cell_classes.png
Scale bar: 50 microns. Fill, decap, tap and diode cells in gray.
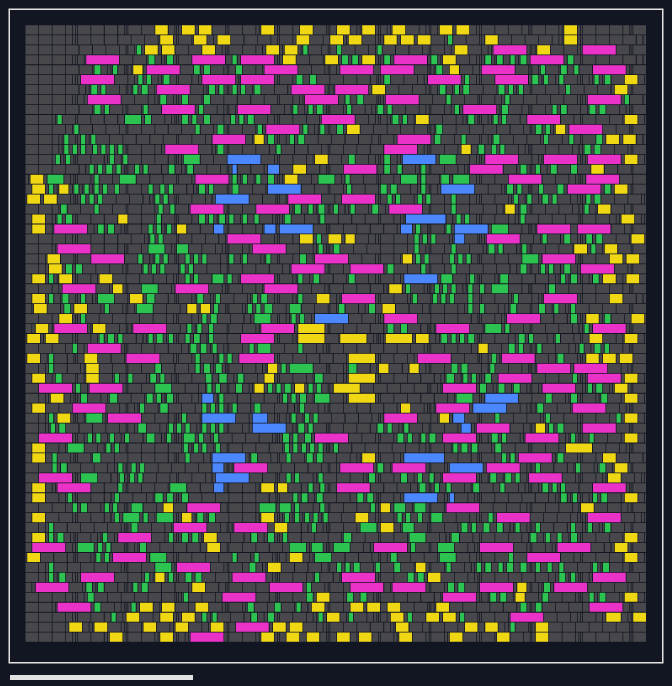
pdn.png
Pins as bars on the die edge. Tap cells in gray.
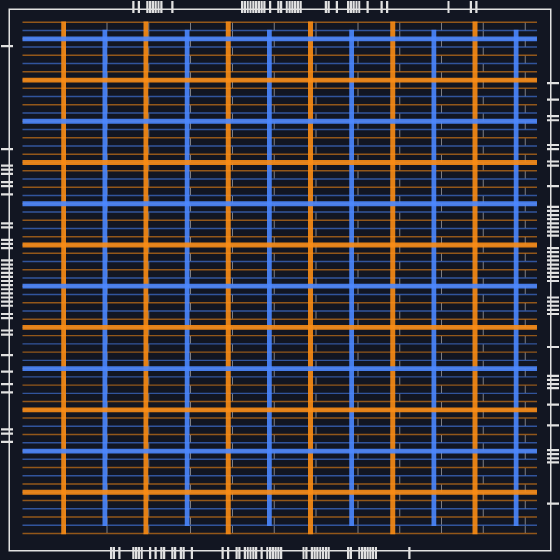
===== config.mk =====
export PLATFORM = sky130hd
export DESIGN_NAME = sb_rx_packet_decoder
export DESIGN_NICKNAME = d
export VERILOG_FILES = /design/src/rtl/sb_rx_pkg.sv /design/src/rtl/sb_rx_pattern_detector.sv /design/src/rtl/sb_rx_packet_decoder.sv
export SDC_FILE = /design/constraint.sdc
export NUM_CORES = 1
export LEC_CHECK = 0
export ABC_AREA = 1
export CAP_MARGIN = 20
export CELL_PAD_IN_SITES_DETAIL_PLACEMENT = 1
export CELL_PAD_IN_SITES_GLOBAL_PLACEMENT = 2
export CORE_MARGIN = 4
export CORE_UTILIZATION = 25
export CTS_CLUSTER_DIAMETER = 60
export DETAILED_ROUTE_END_ITERATION = 10
export PLACE_DENSITY_LB_ADDON = 0.05
export SYNTH_ARGS = -nofsm -noshare
export SYNTH_HDL_FRONTEND = slang
export SYNTH_SLANG_ARGS = --single-unit
export TNS_END_PERCENT = 30

===== constraint.sdc =====
create_clock -name i_clk -period 3.5 [get_ports i_clk]
set_clock_uncertainty 0.2 [all_clocks]
set_input_delay 0.7 -clock i_clk [delete_from_list [all_inputs] [get_ports i_clk]]
set_output_delay 0.7 -clock i_clk [all_outputs]
set_load 0.05 [all_outputs]

===== src/rtl/sb_rx_pkg.sv =====
// Shared constants, field positions and types for the sideband RX packet decoder.
package sb_rx_pkg;

  localparam logic [4:0]  OPC_MSG_NODATA = 5'b10010;
  localparam logic [4:0]  OPC_MSG_DATA   = 5'b11011;
  localparam logic [63:0] PATTERN_WORD   = 64'hAAAA_AAAA_AAAA_AAAA;

  localparam int unsigned OPC_LSB     = 0;
  localparam int unsigned OPC_MSB     = 4;
  localparam int unsigned MSGCODE_LSB = 14;
  localparam int unsigned MSGCODE_MSB = 21;
  localparam int unsigned SUBCODE_LSB = 32;
  localparam int unsigned SUBCODE_MSB = 39;
  localparam int unsigned INFO_LSB    = 40;
  localparam int unsigned INFO_MSB    = 55;
  localparam int unsigned DP_BIT      = 62;
  localparam int unsigned CP_BIT      = 63;

  typedef enum logic [1:0] {
    ERR_TIMEOUT = 2'b00,
    ERR_CP      = 2'b01,
    ERR_DP      = 2'b10,
    ERR_OPC     = 2'b11
  } err_code_t;

  typedef enum logic {
    IDLE      = 1'b0,
    WAIT_DATA = 1'b1
  } rx_state_t;

  // CP covers every header bit below DP.
  function automatic logic hdr_cp_ok(input logic [63:0] hdr);
    return hdr[CP_BIT] == ^hdr[DP_BIT-1:0];
  endfunction

endpackage


===== src/rtl/sb_rx_pattern_detector.sv =====
// Counts consecutive SBINIT clock-pattern words; done once PATTERN_CNT are seen.
module sb_rx_pattern_detector
  import sb_rx_pkg::*;
#(
  parameter int unsigned PATTERN_CNT = 2
) (
  input  logic        clk_i,
  input  logic        rst_ni,
  input  logic        en_i,
  input  logic        valid_i,
  input  logic [63:0] data_i,
  output logic        done_o
);

  localparam int unsigned      CNT_W   = $clog2(PATTERN_CNT + 1);
  localparam logic [CNT_W-1:0] CNT_MAX = CNT_W'(PATTERN_CNT);

  logic [CNT_W-1:0] cnt_q, cnt_d;
  logic             done_q;

  always_comb begin
    cnt_d = cnt_q;
    if (!en_i) begin
      cnt_d = '0;
    end else if (valid_i) begin
      if (data_i != PATTERN_WORD) begin
        cnt_d = '0;
      end else if (cnt_q != CNT_MAX) begin
        cnt_d = cnt_q + CNT_W'(1);
      end
    end
  end

  always_ff @(posedge clk_i or negedge rst_ni) begin
    if (!rst_ni) begin
      cnt_q  <= '0;
      done_q <= 1'b0;
    end else begin
      cnt_q  <= cnt_d;
      done_q <= (cnt_d == CNT_MAX);
    end
  end

  assign done_o = done_q;

endmodule


===== src/rtl/sb_rx_packet_decoder.sv =====
// Sideband RX decoder: reassembles header/data words into messages with parity,
// opcode and data-phase timeout checks; SBINIT pattern detect in a sub-module.
module sb_rx_packet_decoder
  import sb_rx_pkg::*;
#(
  parameter int unsigned PATTERN_CNT  = 2,
  parameter int unsigned DATA_TIMEOUT = 8
) (
  input  logic        i_clk,
  input  logic        i_rst_n,
  input  logic        i_deser_valid,
  input  logic [63:0] i_deser_data,
  input  logic        i_pattern_det_en,
  output logic        o_rx_sb_pattern_samp_done,
  output logic        o_msg_valid,
  output logic        o_has_data,
  output logic [7:0]  o_msgcode,
  output logic [7:0]  o_msgsubcode,
  output logic [15:0] o_msginfo,
  output logic [63:0] o_data,
  output logic        o_err,
  output logic [1:0]  o_err_code,
  output logic        o_busy
);

  localparam int unsigned       IDLE_W    = $clog2(DATA_TIMEOUT + 1);
  localparam logic [IDLE_W-1:0] IDLE_LAST = IDLE_W'(DATA_TIMEOUT - 1);

  rx_state_t         state_q;
  logic [IDLE_W-1:0] idle_cnt_q;

  logic [7:0]  hdr_code_q, hdr_sub_q;
  logic [15:0] hdr_info_q;
  logic        hdr_dp_q;

  logic        msg_valid_q, has_data_q, err_q, busy_q;
  logic [7:0]  msgcode_q, msgsubcode_q;
  logic [15:0] msginfo_q;
  logic [63:0] data_q;
  err_code_t   err_code_q;

  logic [4:0] opc_d;
  logic       cp_ok_d, dp_ok_d, decode_d;

  assign opc_d    = i_deser_data[OPC_MSB:OPC_LSB];
  assign cp_ok_d  = hdr_cp_ok(i_deser_data);
  assign dp_ok_d  = (^i_deser_data) == hdr_dp_q;
  assign decode_d = i_deser_valid && !i_pattern_det_en;

  always_ff @(posedge i_clk or negedge i_rst_n) begin
    if (!i_rst_n) begin
      state_q      <= IDLE;
      idle_cnt_q   <= '0;
      hdr_code_q   <= '0;
      hdr_sub_q    <= '0;
      hdr_info_q   <= '0;
      hdr_dp_q     <= 1'b0;
      msg_valid_q  <= 1'b0;
      has_data_q   <= 1'b0;
      err_q        <= 1'b0;
      busy_q       <= 1'b0;
      msgcode_q    <= '0;
      msgsubcode_q <= '0;
      msginfo_q    <= '0;
      data_q       <= '0;
      err_code_q   <= ERR_TIMEOUT;
    end else begin
      msg_valid_q <= 1'b0;
      err_q       <= 1'b0;
      unique case (state_q)
        IDLE: begin
          if (decode_d) begin
            if (!cp_ok_d) begin
              err_q      <= 1'b1;
              err_code_q <= ERR_CP;
            end else if (opc_d == OPC_MSG_NODATA) begin
              msg_valid_q  <= 1'b1;
              has_data_q   <= 1'b0;
              msgcode_q    <= i_deser_data[MSGCODE_MSB:MSGCODE_LSB];
              msgsubcode_q <= i_deser_data[SUBCODE_MSB:SUBCODE_LSB];
              msginfo_q    <= i_deser_data[INFO_MSB:INFO_LSB];
              data_q       <= '0;
            end else if (opc_d == OPC_MSG_DATA) begin
              hdr_code_q <= i_deser_data[MSGCODE_MSB:MSGCODE_LSB];
              hdr_sub_q  <= i_deser_data[SUBCODE_MSB:SUBCODE_LSB];
              hdr_info_q <= i_deser_data[INFO_MSB:INFO_LSB];
              hdr_dp_q   <= i_deser_data[DP_BIT];
              idle_cnt_q <= '0;
              busy_q     <= 1'b1;
              state_q    <= WAIT_DATA;
            end else begin
              err_q      <= 1'b1;
              err_code_q <= ERR_OPC;
            end
          end
        end
        WAIT_DATA: begin
          // Pattern-detect mode aborts silently; a word arriving on the last
          // idle cycle wins over the timeout.
          if (i_pattern_det_en) begin
            busy_q  <= 1'b0;
            state_q <= IDLE;
          end else if (i_deser_valid) begin
            busy_q  <= 1'b0;
            state_q <= IDLE;
            if (dp_ok_d) begin
              msg_valid_q  <= 1'b1;
              has_data_q   <= 1'b1;
              msgcode_q    <= hdr_code_q;
              msgsubcode_q <= hdr_sub_q;
              msginfo_q    <= hdr_info_q;
              data_q       <= i_deser_data;
            end else begin
              err_q      <= 1'b1;
              err_code_q <= ERR_DP;
            end
          end else if (idle_cnt_q == IDLE_LAST) begin
            err_q      <= 1'b1;
            err_code_q <= ERR_TIMEOUT;
            busy_q     <= 1'b0;
            state_q    <= IDLE;
          end else begin
            idle_cnt_q <= idle_cnt_q + IDLE_W'(1);
          end
        end
        default: state_q <= IDLE;
      endcase
    end
  end

  sb_rx_pattern_detector #(
    .PATTERN_CNT(PATTERN_CNT)
  ) u_pattern_det (
    .clk_i  (i_clk),
    .rst_ni (i_rst_n),
    .en_i   (i_pattern_det_en),
    .valid_i(i_deser_valid),
    .data_i (i_deser_data),
    .done_o (o_rx_sb_pattern_samp_done)
  );

  assign o_msg_valid  = msg_valid_q;
  assign o_has_data   = has_data_q;
  assign o_msgcode    = msgcode_q;
  assign o_msgsubcode = msgsubcode_q;
  assign o_msginfo    = msginfo_q;
  assign o_data       = data_q;
  assign o_err        = err_q;
  assign o_err_code   = err_code_q;
  assign o_busy       = busy_q;

endmodule


==> results.ini <==
[power_and_ir_drop]
p_int_w = 0.003578
pwr-share-comb = 0.307
clock_power_share = 0.334
powerDensity_nw_per_um2 = 550.9
p_comb_w = 0.00173

[route]
wl_per_cell_microns = 16.43
wirelength_microns = 24440
via_per_inst = 4.353
route.vias.total = 6478
drt_iter0_drc = 300

[final_layout]
nMultiInputCombCells = 618
final_cell_area_sq_um = 10210
seq_share = 0.3505
lay_top_cells = 290 x nand2_1, 169 x clkdlybuf4s50_1, 142 x dfrtp_1
final_util = 0.3568
largest_register_ffs = 64
seqCellArea_sq_um = 3580
clkbuf_count = 19
drive_above_1_share = 0.07337
clk_share = 0.05745

[setup_path]
crit_path_start_kind = primary input
critPathArrivalTime_ps = 3350
path_common_cell = nand2_1
rrSetupSlack_ps = 1490
crit_end = o_msginfo[5]
cpPeakStageDelay_ps = 450
required_ps = 3650
crit_type = primary input to flop
cp-startpoint = i_deser_data[34]

[placed_design]
place_congestion = 0.7353
dp_cells = 1455
place_area_sq_um = 9617
port_buffers = 170
place_ws_ps = -162.7

[synth]
top_area_cell = dfrtp_1
yosys_warnings = 0
synthFlopType = dfrtp_1
area_leaders = dfrtp_1 49%, nand2_1 15%, nand3_1 8.2%
synthAdderAreaFrac = 0.06223
ys_sh_mux = 0.001383
simple_gate_area_frac = 0.2602
synth_area_sq_um = 7238
top_area_frac = 0.4944
edf_count = 0
fp_nets = 1008
ys_chip_area_sq_um = 7238

[global_route]
use_met2 = 0.2557
grt_pass1_wl_microns = 38850
track_usage = 0.1571
grt_most_used_layer = met2
use_met1 = 0.2206

[clock_tree]
ctsHoldBuffers = 1
clk_path_buf_depth = 2
cts_buffers = 17
clk-insertion-delay-late_ps = 420

[timing]
post-route-period-util = 0.9140
worst_slew_pin_slew_ps = 681.7
holdWs_ps = 280.2
period_needed_ps = 3199

[die]
die_h_microns = 178.2
fp_util = 0.2529
core_sq_um = 28630
chipArea_sq_um = 31740

[flow_run]
max_cap_violations = 0

[run_status]
status = complete, no violations

[min_path]
hold_class = flop to flop
min_from = o_has_data
hold_depth = 2

Back to the opening pictures, cell_classes.png:
class	color	cells
other buffers and delay cells	yellow	212
flip-flops	magenta	143
clock drivers and dummy loads	blue	32
all other logic	green	717

Back to the opening pictures, pdn.png:
net	color
VSS	orange
VDD	blue
signal pins	171
tap cells	384

Power is estimated from default activity; no workload was simulated.
